Fig. 1: run 1, cells by drive strength
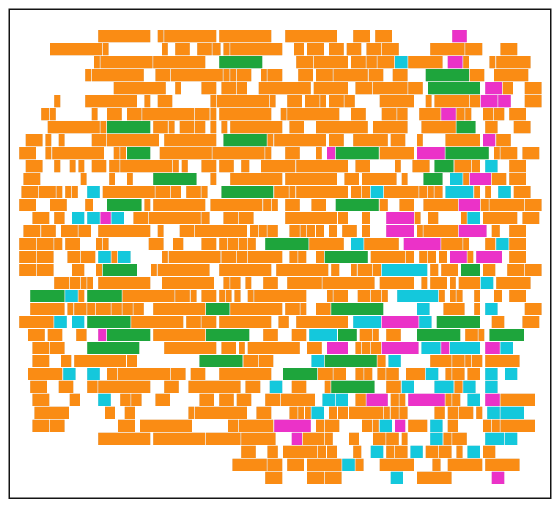
Fig. 2: run 1, gate-type map
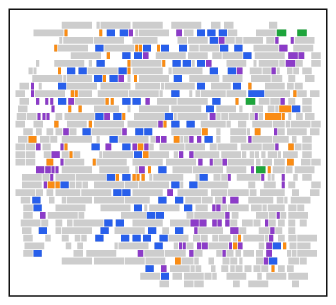
Fig. 3: run 1, met2 routing
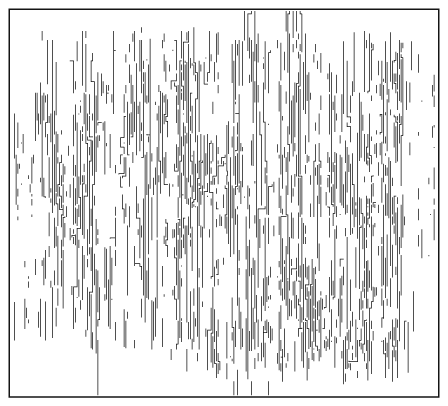
Fig. 4: run 1, clock nets
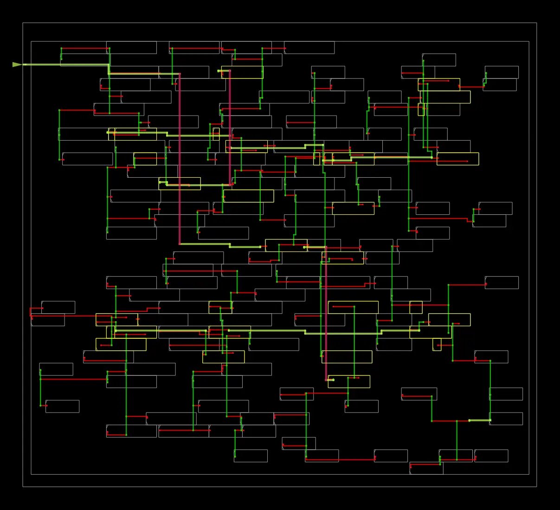
$ cat src/rtl/dosis_scheduler_if.sv
`default_nettype none
// ============================================================================
// Module      : dosis_scheduler_if
// Description : Dispense request/acknowledge handshake between the dose
//               scheduler (master) and the pill-dispenser actuator (slave).
// Revision    : 1.0 - initial release
// ============================================================================
interface dosis_scheduler_if #(
    parameter int NUM_SLOTS = 4
) ();
    logic                         disp_req;
    logic [$clog2(NUM_SLOTS)-1:0] disp_slot;
    logic                         disp_ack;

    modport master (
        output disp_req,
        output disp_slot,
        input  disp_ack
    );

    modport slave (
        input  disp_req,
        input  disp_slot,
        output disp_ack
    );
endinterface
`default_nettype wire

$ cat src/rtl/dosis_scheduler.sv
`default_nettype none
// ============================================================================
// Module      : dosis_scheduler
// Description : Daily dose-time scheduler. Compares the BCD HH:MM time word
//               against NUM_SLOTS programmable slots, queues due doses and
//               serves them one at a time over a req/ack handshake, raising
//               an alarm and counting misses when a request times out.
//               Optional macro REINTENTO_EN: one retry before a dose is
//               declared missed.
// Revision    : 1.0 - initial release
// ============================================================================
module dosis_scheduler #(
    parameter int NUM_SLOTS    = 4,
    parameter int ACK_TIMEOUT  = 50000,
    parameter int ALARM_CYCLES = 20000
) (
    input  wire logic                         clk,
    input  wire logic                         rst_n,
    input  wire logic [23:0]                  tiempo,
    input  wire logic                         cfg_we,
    input  wire logic [$clog2(NUM_SLOTS)-1:0] cfg_slot,
    input  wire logic [7:0]                   cfg_hora,
    input  wire logic [7:0]                   cfg_min,
    input  wire logic                         cfg_en,
    output logic      [NUM_SLOTS-1:0]         pending,
    output logic                              alarma,
    output logic      [7:0]                   missed_cnt,
    dosis_scheduler_if.master                 disp
);

    localparam int c_slot_w  = $clog2(NUM_SLOTS);
    localparam int c_cnt_max = (ACK_TIMEOUT > ALARM_CYCLES) ? ACK_TIMEOUT : ALARM_CYCLES;
    localparam int c_cnt_w   = $clog2(c_cnt_max + 1);
    localparam logic [c_cnt_w-1:0] c_ack_last   = c_cnt_w'(ACK_TIMEOUT - 1);
    localparam logic [c_cnt_w-1:0] c_alarm_last = c_cnt_w'(ALARM_CYCLES - 1);

    typedef enum logic [1:0] {
        S_IDLE = 2'd0,
        S_REQ  = 2'd1,
        S_MISS = 2'd2
    } state_t;

    logic [7:0]           r_hora [NUM_SLOTS];
    logic [7:0]           r_min  [NUM_SLOTS];
    logic [NUM_SLOTS-1:0] r_en;
    logic [15:0]          r_tiempo_q;
    state_t               r_state;
    logic [c_cnt_w-1:0]   r_cnt;

    logic                 w_new_min;
    logic                 w_cfg_ok;
    logic [NUM_SLOTS-1:0] w_set;
    logic [NUM_SLOTS-1:0] w_clr;
    logic [c_slot_w-1:0]  w_low_idx;
    logic                 w_ack;
    logic                 w_timeout;
    logic                 w_final;

    // Day digits are carried on the bus but play no part in scheduling.
    logic w_unused_day;
    assign w_unused_day = &{1'b0, tiempo[23:16]};

`ifdef REINTENTO_EN
    logic                r_retry;
    logic [c_slot_w-1:0] r_retry_slot;
`endif

    // Previous HH:MM, loaded unconditionally so reset cannot cause a false edge.
    always_ff @(posedge clk) begin
        r_tiempo_q <= tiempo[15:0];
    end

    assign w_new_min = (tiempo[15:0] != r_tiempo_q);

    // A write must be valid BCD, within 00:00..23:59, and address a real slot.
    assign w_cfg_ok = (cfg_hora[7:4] <= 4'd9) && (cfg_hora[3:0] <= 4'd9) &&
                      (cfg_min[7:4]  <= 4'd9) && (cfg_min[3:0]  <= 4'd9) &&
                      (cfg_hora <= 8'h23) && (cfg_min <= 8'h59) &&
                      (int'(cfg_slot) < NUM_SLOTS);

    // Slot configuration registers.
    always_ff @(posedge clk) begin
        if (!rst_n) begin
            for (int i = 0; i < NUM_SLOTS; i++) begin
                r_hora[i] <= 8'h00;
                r_min[i]  <= 8'h00;
            end
            r_en <= '0;
        end else if (cfg_we && w_cfg_ok) begin
            r_hora[cfg_slot] <= cfg_hora;
            r_min[cfg_slot]  <= cfg_min;
            r_en[cfg_slot]   <= cfg_en;
        end
    end

    generate
        for (genvar i = 0; i < NUM_SLOTS; i++) begin : g_match
            assign w_set[i] = w_new_min && r_en[i] &&
                              ({r_hora[i], r_min[i]} == tiempo[15:0]);
        end
    endgenerate

    assign w_ack     = (r_state == S_REQ) && disp.disp_ack;
    assign w_timeout = (r_state == S_REQ) && !disp.disp_ack && (r_cnt == c_ack_last);
`ifdef REINTENTO_EN
    assign w_final   = w_timeout && r_retry && (r_retry_slot == disp.disp_slot);
`else
    assign w_final   = w_timeout;
`endif

    // Pending bit of the slot in service is dropped on ack or on a final miss.
    always_comb begin
        w_clr = '0;
        if (w_ack || w_final) begin
            w_clr[disp.disp_slot] = 1'b1;
        end
    end

    // Lowest-index pending slot is served first.
    always_comb begin
        w_low_idx = '0;
        for (int i = NUM_SLOTS - 1; i >= 0; i--) begin
            if (pending[i]) begin
                w_low_idx = c_slot_w'(i);
            end
        end
    end

    // Dose-due queue; a new trigger beats a same-cycle clear so no dose is lost.
    always_ff @(posedge clk) begin
        if (!rst_n) begin
            pending <= '0;
        end else begin
            pending <= (pending & ~w_clr) | w_set;
        end
    end

    // Request / timeout / alarm sequencer with registered outputs.
    always_ff @(posedge clk) begin
        if (!rst_n) begin
            r_state        <= S_IDLE;
            r_cnt          <= '0;
            disp.disp_req  <= 1'b0;
            disp.disp_slot <= '0;
            alarma         <= 1'b0;
            missed_cnt     <= 8'd0;
`ifdef REINTENTO_EN
            r_retry        <= 1'b0;
            r_retry_slot   <= '0;
`endif
        end else begin
            case (r_state)
                S_IDLE: begin
                    if (|pending) begin
                        disp.disp_slot <= w_low_idx;
                        disp.disp_req  <= 1'b1;
                        r_cnt          <= '0;
                        r_state        <= S_REQ;
                    end
                end
                S_REQ: begin
                    if (disp.disp_ack) begin
                        disp.disp_req <= 1'b0;
                        r_state       <= S_IDLE;
`ifdef REINTENTO_EN
                        r_retry       <= 1'b0;
`endif
                    end else if (w_timeout) begin
                        disp.disp_req <= 1'b0;
                        alarma        <= 1'b1;
                        r_cnt         <= '0;
                        r_state       <= S_MISS;
`ifdef REINTENTO_EN
                        if (w_final) begin
                            if (missed_cnt != 8'hFF) begin
                                missed_cnt <= missed_cnt + 8'd1;
                            end
                            r_retry <= 1'b0;
                        end else begin
                            r_retry      <= 1'b1;
                            r_retry_slot <= disp.disp_slot;
                        end
`else
                        if (missed_cnt != 8'hFF) begin
                            missed_cnt <= missed_cnt + 8'd1;
                        end
`endif
                    end else begin
                        r_cnt <= r_cnt + c_cnt_w'(1);
                    end
                end
                S_MISS: begin
                    if (r_cnt == c_alarm_last) begin
                        alarma  <= 1'b0;
                        r_state <= S_IDLE;
                    end else begin
                        r_cnt <= r_cnt + c_cnt_w'(1);
                    end
                end
                default: begin
                    r_state <= S_IDLE;
                end
            endcase
        end
    end

endmodule
`default_nettype wire
$ cat src/flat_wrapper.sv
// flat-port wrapper written by rule: the top's interface ports become plain ports
module dosis_scheduler_flat 
#(
    parameter int NUM_SLOTS    = 4,
    parameter int ACK_TIMEOUT  = 50000,
    parameter int ALARM_CYCLES = 20000
)
  (clk, rst_n, tiempo, cfg_we, cfg_slot, cfg_hora, cfg_min, cfg_en, pending, alarma, missed_cnt, disp_disp_req, disp_disp_slot, disp_disp_ack);
  dosis_scheduler_if #(.NUM_SLOTS(NUM_SLOTS)) disp_i ();
  input  wire logic clk;
  input  wire logic rst_n;
  input  wire logic [23:0] tiempo;
  input  wire logic cfg_we;
  input  wire logic [$clog2(NUM_SLOTS)-1:0] cfg_slot;
  input  wire logic [7:0] cfg_hora;
  input  wire logic [7:0] cfg_min;
  input  wire logic cfg_en;
  output logic      [NUM_SLOTS-1:0] pending;
  output logic alarma;
  output logic      [7:0] missed_cnt;
  output wire logic [$bits(disp_i.disp_req)-1:0] disp_disp_req;
  output wire logic [$bits(disp_i.disp_slot)-1:0] disp_disp_slot;
  input wire logic [$bits(disp_i.disp_ack)-1:0] disp_disp_ack;
  assign disp_disp_req = disp_i.disp_req;
  assign disp_disp_slot = disp_i.disp_slot;
  assign disp_i.disp_ack = disp_disp_ack;
  dosis_scheduler #(.NUM_SLOTS(NUM_SLOTS), .ACK_TIMEOUT(ACK_TIMEOUT), .ALARM_CYCLES(ALARM_CYCLES)) u_core (.clk(clk), .rst_n(rst_n), .tiempo(tiempo), .cfg_we(cfg_we), .cfg_slot(cfg_slot), .cfg_hora(cfg_hora), .cfg_min(cfg_min), .cfg_en(cfg_en), .pending(pending), .alarma(alarma), .missed_cnt(missed_cnt), .disp(disp_i));
endmodule
$ cat config.mk
export PLATFORM = sky130hd
export DESIGN_NAME = dosis_scheduler_flat
export DESIGN_NICKNAME = d
export VERILOG_FILES = /design/src/rtl/dosis_scheduler_if.sv /design/src/rtl/dosis_scheduler.sv /design/src/flat_wrapper.sv
export SDC_FILE = /design/constraint.sdc
export NUM_CORES = 1
export LEC_CHECK = 0
export CORE_ASPECT_RATIO = 0.9
export CORE_MARGIN = 1.5
export CORE_UTILIZATION = 51
export DETAILED_ROUTE_END_ITERATION = 6
export PLACE_DENSITY_LB_ADDON = 0.15
export SLEW_MARGIN = 10
export SYNTH_ARGS = -nofsm -noshare
export SYNTH_HDL_FRONTEND = slang
export SYNTH_SLANG_ARGS = --single-unit
$ cat constraint.sdc
create_clock -name clk -period 2.15 [get_ports clk]
set_input_delay 0.215 -clock clk [delete_from_list [all_inputs] [get_ports clk]]
set_output_delay 0.215 -clock clk [all_outputs]
set_load 0.01 [all_outputs]
==> flow_metrics.tcl, run 1 <==
# flow metrics
set metrics [dict create \
    power_density_nw_per_um2 826 \
    gr-max-usage-layer "met2" \
    comb_share 0.334 \
    grt_pass1_wl_um 21500 \
    critPathRequiredTime_ns 2.45 \
    grt_pass1_vias 4291 \
    n_fill_cell 746 \
    status "finished with violations" \
    async_flop_share 0 \
    lay_top_cells "xnor2_1, edfxtp_1, clkdlybuf4s50_1" \
    finalSetupViolCount 20 \
    drc_errors 0 \
    clkTransAtPathRegs_ns 0.06 \
    final_nets 683 \
    ys_chip_area_um2 5560 \
    layout_top_cell "xnor2_1" \
    cts_tree "built" \
    fp-utilization 0.533 \
    reg_top3 "u_core.r_hora: 32 flops, u_core.r_min: 32 flops" \
    power_frac_seq 0.408 \
    setup_ws_ns -0.0781 \
    synth_area_um2 5560 \
    layout.cells.non_filler 772 \
    p_clk_frac 0.502 \
    violations "negative setup slack" \
    wl_met3_um 967 \
    grt_max_degree 29 \
    drt-initial-drc-count 261 \
    die_area_um2 11500 \
    met1_length_um 5610 \
    multiInputCombCellCount 360 \
    synth-main-ff-cell "edfxtp_1" \
    hold_path_end "u_core.r_tiempo_q[8]" \
    synth_cell_types 60 \
    drv_cap 0 \
    top_area_frac 0.346 \
    cp-start-kind "flip-flop" \
]
## Picture notes: Fig. 1
legend:
  x6 and larger:
    color: green
    cells: 35
    most_used: clkbuf_16
  x3 and x4:
    color: cyan
    cells: 58
    most_used: buf_4
  x2:
    color: magenta
    cells: 31
    most_used: dfxtp_2
  x1 and smaller:
    color: orange
    cells: 519
    most_used: xnor2_1

## Picture notes: Fig. 2
legend:
  xor and xnor cells:
    color: blue
    cells: 85
  mux cells:
    color: green
    cells: 4
  nand cells:
    color: purple
    cells: 94
    where: widely spread
  nor cells:
    color: orange
    cells: 54

## Picture notes: Fig. 3
nets with wire on the layer: 590
share of all routed wire: 49%
longest straight run: 51.0 um

## Picture notes: Fig. 4
Flops: 118
clk_skew: 0.00796 ns
clock sink count: 118
Skew-Pair Late Insertion Delay: 0.41 ns

Fig. 5: run 1, placed cells, one color a class
Bar = 20 um. Fill, decap, tap and diode cells in gray.
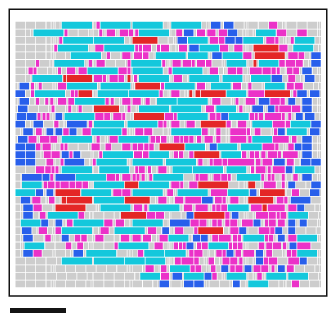

## Run 2: what changed since run 1
--- a/config.mk
+++ b/config.mk
@@ -7,7 +7,7 @@
 export LEC_CHECK = 0
 export CORE_ASPECT_RATIO = 0.9
 export CORE_MARGIN = 1.5
-export CORE_UTILIZATION = 51
+export CORE_UTILIZATION = 30
 export DETAILED_ROUTE_END_ITERATION = 6
 export PLACE_DENSITY_LB_ADDON = 0.15
 export SLEW_MARGIN = 10
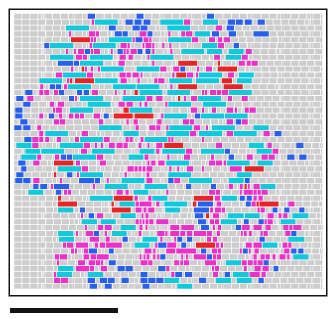
Fig. 6. Placed cells, one color a class (run 2).
Bar = 50 um. Fill, decap, tap and diode cells in gray.
legend:
  registers:
    color: cyan
    cells: 118
    share_of_their_area: 41%
  remaining buffers and delay cells:
    color: blue
    cells: 127
    share_of_their_area: 16%
  remaining logic cells:
    color: magenta
    cells: 381
    share_of_their_area: 35%
  clock drivers and dummy loads:
    color: red
    cells: 32
    share_of_their_area: 7.0%

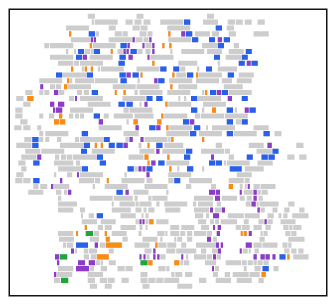
Fig. 7. Gate-type map (run 2).
legend:
  nand cells:
    color: purple
    cells: 94
    where: widely spread
  xor and xnor cells:
    color: blue
    cells: 85
  nor cells:
    color: orange
    cells: 54
  mux cells:
    color: green
    cells: 4
    where: south-west

==> run 2 against run 1 <==
The flow still finishes with violations (negative setup slack). Clock power decreased by about 20%. Highest routed layer unchanged. Non-clock buffer count increased by 15. Sequential power about the same. Worst hold slack improved by 0.010 ns.
==> flow_metrics.tcl, run 2 <==
# flow metrics
set metrics [dict create \
    multiInputCombCellCount 360 \
    regArea_um2 3010 \
    p_clk_frac 0.445 \
    synth_area_um2 5560 \
    final_nets 698 \
    layout.cells.non_filler 903 \
    finalMaxSlewViolations 0 \
    reg_top3 "u_core.r_hora: 32 flops, u_core.r_min: 32 flops" \
    met1_length_um 6940 \
    ys_chip_area_um2 5560 \
    syn_inst 518 \
    grt_max_degree 29 \
    endpoint "u_core.missed_cnt[5]" \
    n_fill_cell 1759 \
    grt_pass1_vias 4117 \
    clkTransAtPathRegs_ns 0.06 \
    most_common_cell "xnor2_1" \
    design_area_um2 7590 \
    critPathRequiredTime_ns 2.45 \
    seq_cells 118 \
    cp_top_family "simple AND/OR/NAND/NOR gates" \
    pg_comb_mw 0.584 \
    violations "negative setup slack" \
    fp-utilization 0.304 \
    finalHoldViolCount 0 \
    drv_cap 0 \
    cp-start-kind "flip-flop" \
    hold_path_end "u_core.r_tiempo_q[0]" \
    grt_pass1_wl_um 22600 \
    finalSetupViolCount 17 \
    gr-max-usage-layer "met2" \
    synth_cell_types 60 \
    wl_met3_um 418 \
    power_frac_seq 0.451 \
    top_area_frac 0.346 \
    worstSkewPairLatency_ns 0.42 \
    setup_ws_ns -0.0445 \
    antenna_cells 0 \
    layout_top_cell "xnor2_1" \
    r2r_cells 7 \
    worst_pin_slew_ns 1.08 \
    antenna_found_initial 0 \
    status "finished with violations" \
    drt-initial-drc-count 238 \
    die_area_um2 19300 \
    synth-main-ff-cell "edfxtp_1" \
    drc_errors 0 \
    async_flop_share 0 \
]
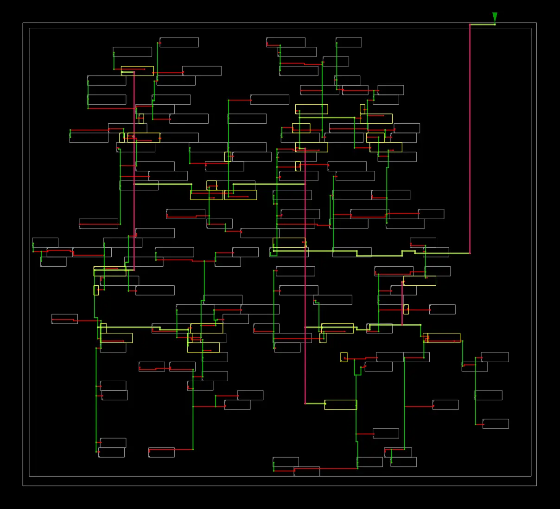
Fig. 8. Clock nets (run 2).
clk_skew: 0.00964 ns
clk pwr: 2.48 mW

No activity file was given, so power comes from the tool's default toggle rates.
